### src/rtl/cpu_pkg.sv
// Shared opcodes, ALU encodings, sequencer state
// and decoded-control bundle for the sequencer.
package cpu_pkg;

  localparam logic [2:0] OP_ADD  = 3'b000;
  localparam logic [2:0] OP_SUB  = 3'b001;
  localparam logic [2:0] OP_LDI  = 3'b010;
  localparam logic [2:0] OP_XOR  = 3'b011;
  localparam logic [2:0] OP_HALT = 3'b111;

  localparam logic [1:0] ALU_ADD   = 2'b00;
  localparam logic [1:0] ALU_XOR   = 2'b01;
  localparam logic [1:0] ALU_PASSB = 2'b10;
  localparam logic [1:0] ALU_SUB   = 2'b11;

  typedef enum logic [2:0] {
    S_IDLE,
    S_FETCH,
    S_DECODE,
    S_EXEC,
    S_WB,
    S_HALT
  } state_t;

  typedef struct packed {
    logic       wr;
    logic       src;
    logic [1:0] op;
    logic       is_halt;
  } ctrl_t;

endpackage

### src/rtl/seq_decode.sv
// Opcode to control-bundle map; anything not
// listed decodes as a NOP (no write, ADD, reg B).
module seq_decode
  import cpu_pkg::*;
(
  input  logic [2:0] opcode,
  output ctrl_t      ctrl
);

  always_comb begin
    ctrl = '0;
    unique case (1'b1)
      (opcode == OP_ADD): begin
        ctrl.wr = 1'b1;
        ctrl.op = ALU_ADD;
      end
      (opcode == OP_SUB): begin
        ctrl.wr = 1'b1;
        ctrl.op = ALU_SUB;
      end
      (opcode == OP_LDI): begin
        ctrl.wr  = 1'b1;
        ctrl.src = 1'b1;
        ctrl.op  = ALU_PASSB;
      end
      (opcode == OP_XOR): begin
        ctrl.wr = 1'b1;
        ctrl.op = ALU_XOR;
      end
      (opcode == OP_HALT): begin
        ctrl.is_halt = 1'b1;
      end
      default: ;
    endcase
  end

endmodule

### src/rtl/cpu_sequencer.sv
// Multi-cycle FETCH/DECODE/EXECUTE/WB sequencer:
// owns pc, ir, retired count and reg_we.
module cpu_sequencer
  import cpu_pkg::*;
#(
  parameter int PC_W    = 8,
  parameter int INSTR_W = 16,
  parameter int CNT_W   = 16
) (
  input  logic               clk,
  input  logic               rst_n,
  input  logic               start,
  output logic               imem_req,
  output logic [PC_W-1:0]    imem_addr,
  input  logic [INSTR_W-1:0] imem_rdata,
  input  logic               imem_ack,
  output logic [INSTR_W-1:0] ir,
  output logic [1:0]         alu_op,
  output logic               alu_src,
  output logic               reg_we,
  output logic               busy,
  output logic               halted,
  output logic [PC_W-1:0]    pc,
  output logic [CNT_W-1:0]   retired
);

  state_t state, state_nxt;
  ctrl_t  dec, ctrl_q;

  seq_decode u_dec (
    .opcode (ir[INSTR_W-1 -: 3]),
    .ctrl   (dec)
  );

  always_ff @(posedge clk or negedge rst_n) begin
    if (!rst_n) state <= S_IDLE;
    else        state <= state_nxt;
  end

  always_comb begin
    state_nxt = state;
    unique case (state)
      S_IDLE:   if (start) state_nxt = S_FETCH;
      S_FETCH:  if (imem_ack) state_nxt = S_DECODE;
      S_DECODE: state_nxt = dec.is_halt ? S_HALT
                                        : S_EXEC;
      S_EXEC:   state_nxt = S_WB;
      S_WB:     state_nxt = S_FETCH;
      S_HALT:   if (start) state_nxt = S_FETCH;
      default:  state_nxt = S_IDLE;
    endcase
  end

  always_comb begin
    imem_req = 1'b0;
    reg_we   = 1'b0;
    alu_op   = ALU_ADD;
    alu_src  = 1'b0;
    busy     = 1'b0;
    halted   = 1'b0;
    unique case (state)
      S_FETCH: begin
        imem_req = 1'b1;
        busy     = 1'b1;
      end
      S_DECODE: busy = 1'b1;
      S_EXEC: begin
        busy    = 1'b1;
        alu_op  = ctrl_q.op;
        alu_src = ctrl_q.src;
      end
      S_WB: begin
        busy    = 1'b1;
        alu_op  = ctrl_q.op;
        alu_src = ctrl_q.src;
        reg_we  = ctrl_q.wr;
      end
      S_HALT:  halted = 1'b1;
      default: ;
    endcase
  end

  assign imem_addr = pc;

  always_ff @(posedge clk or negedge rst_n) begin
    if (!rst_n) begin
      pc      <= '0;
      ir      <= '0;
      retired <= '0;
      ctrl_q  <= '0;
    end else begin
      unique case (state)
        S_FETCH:  if (imem_ack) ir <= imem_rdata;
        S_DECODE: ctrl_q <= dec;
        S_WB: begin
          pc <= pc + PC_W'(1);
          if (retired != '1)
            retired <= retired + CNT_W'(1);
        end
        S_HALT: if (start) begin
          pc      <= '0;
          retired <= '0;
        end
        default: ;
      endcase
    end
  end

endmodule

### config.mk
export PLATFORM = sky130hd
export DESIGN_NAME = cpu_sequencer
export DESIGN_NICKNAME = d
export VERILOG_FILES = /design/src/rtl/cpu_pkg.sv /design/src/rtl/seq_decode.sv /design/src/rtl/cpu_sequencer.sv
export SDC_FILE = /design/constraint.sdc
export NUM_CORES = 1
export LEC_CHECK = 0
export CELL_PAD_IN_SITES_DETAIL_PLACEMENT = 1
export CELL_PAD_IN_SITES_GLOBAL_PLACEMENT = 2
export CORE_ASPECT_RATIO = 0.7
export CORE_MARGIN = 2
export CORE_UTILIZATION = 25
export CTS_CLUSTER_DIAMETER = 200
export DETAILED_ROUTE_END_ITERATION = 8
export PLACE_DENSITY = 0.77
export SLEW_MARGIN = 20
export SYNTH_ARGS = -nofsm -noshare
export SYNTH_HDL_FRONTEND = slang
export SYNTH_SLANG_ARGS = --single-unit
export TNS_END_PERCENT = 10
### constraint.sdc
create_clock -name clk -period 1.7 [get_ports clk]
set_input_delay 0.255 -clock clk [delete_from_list [all_inputs] [get_ports clk]]
set_output_delay 0.255 -clock clk [all_outputs]
set_load 0.1 [all_outputs]
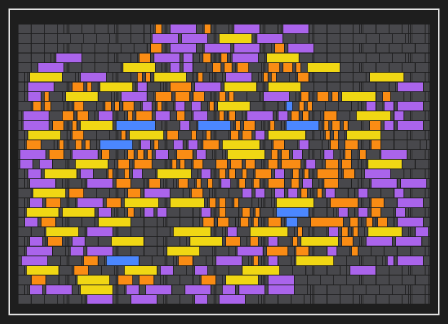
Figure 1: cells coloured by class.
Fill, decap, tap and diode cells in grey.
[all other logic] orange | cells: 168 | share of their area: 28%
[other buffers and delay cells] purple | cells: 125 | share of their area: 40%
[flip-flops] yellow | cells: 47 | share of their area: 28%
[clock drivers and dummy loads] blue | cells: 8 | share of their area: 3.9%
Core Rows: 29
core area: 9144 um2

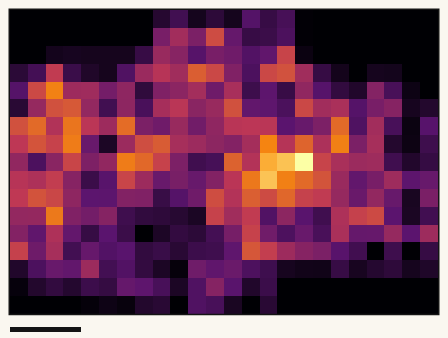
Figure 2: wiring heat map.
Scale bar: 20 um. 24 x 17 tiles, from black (low) to pale yellow (high), scaled to the fullest tile. Values are wire area over tile area, all layers added.
mean over tiles: 0.12
nearly empty tiles: 18%
tiles over half the peak: 15%
fullest tile: 0.47
emptiest ninth of the die: upper right
via count: 2248
Post-Route WL: 7906 um
Tot GR Track Use: 16.15%
routed len/inst: 16.75 um

==> results.sh <==
# implementation run metrics
export IMPL_status="finished, violations left"
export IMPL_violations="setup timing"
export IMPL_cts_resized=12
export IMPL_finalNetCount=369
export IMPL_hpwl_um=5863
export IMPL_top_area_share_pct=49.53
export IMPL_worst_slack_ps=-47.39
export IMPL_lay_top_count="buf_12"
export IMPL_fin_tns_setup_ps=-164.3
export IMPL_worstRegToRegCells=5
export IMPL_cts_tree="built"
export IMPL_viasPerCell=4.763
export IMPL_rsz0062_at_grt="yes"
export IMPL_ys_dominant_reg_cell="dfrtp_1"
export IMPL_cpPeakStageDelay_ps=440
export IMPL_xor_area_share_pct=2.582
export IMPL_seq_share_pct=27.35
export IMPL_setup_violations=9
export IMPL_cp_start_kind="flip-flop"
export IMPL_postLayoutCoreUtil_pct=48.88
export IMPL_cts_sinks=47
export IMPL_comb_cell_share_pct=26.34
export IMPL_first_global_vias=2466
export IMPL_clk_path_buf_depth=2
export IMPL_syn_area_um2=2375
export IMPL_arrival_ps=1490
export IMPL_clk_root_buffer_cell="clkbuf_16"
export IMPL_async_flop_share_pct=100.0
export IMPL_cp_top_family="buffers and inverters"
export IMPL_gp_congestion=0.7372
export IMPL_final_clk_cell_share_pct=3.779
export IMPL_flops=47
export IMPL_ys_ff=47
export IMPL_path_clk_slew_ps=70
export IMPL_cp_cell_sequence="buf_4, nand3b_1, clkinvlp_4, buf_12"
export IMPL_first_iter_violations=48
export IMPL_area_delta_synth_final_pct=88.20
export IMPL_grt_max_degree=31
export IMPL_warnings=29
export IMPL_antenna_found_initial=0
export IMPL_die_w_um=120.5
export IMPL_muxShareOfSynthArea_pct=7.534
export IMPL_cts_made_buffers=5
export IMPL_top_cell="dfrtp_1"
export IMPL_nClkBuffers=5
export IMPL_dieHeight_um=85.55
[metrics by stage]
stage	area (um2)	std cells	hold slack, ps
3_3_place_gp	4150	457	232.9
5_1_grt	4469	472	497.4
4_1_cts	4409	472	484.0
3_5_place_dp	4150	457	241.8
2_1_floorplan	2454	229	-40.59
6_report	4469	472	474.4
[layer usage]
metal  up-vias  wire [um]  part of all wire [%]  track usage (%)
li1       1058          -                     -                -
met2        63       3672                    46            25.94
met3         8        577                   7.3            6.117
met4         0         76                  0.96            4.334
met1      1119       3579                    45            20.56
met5         -          0                     0                0
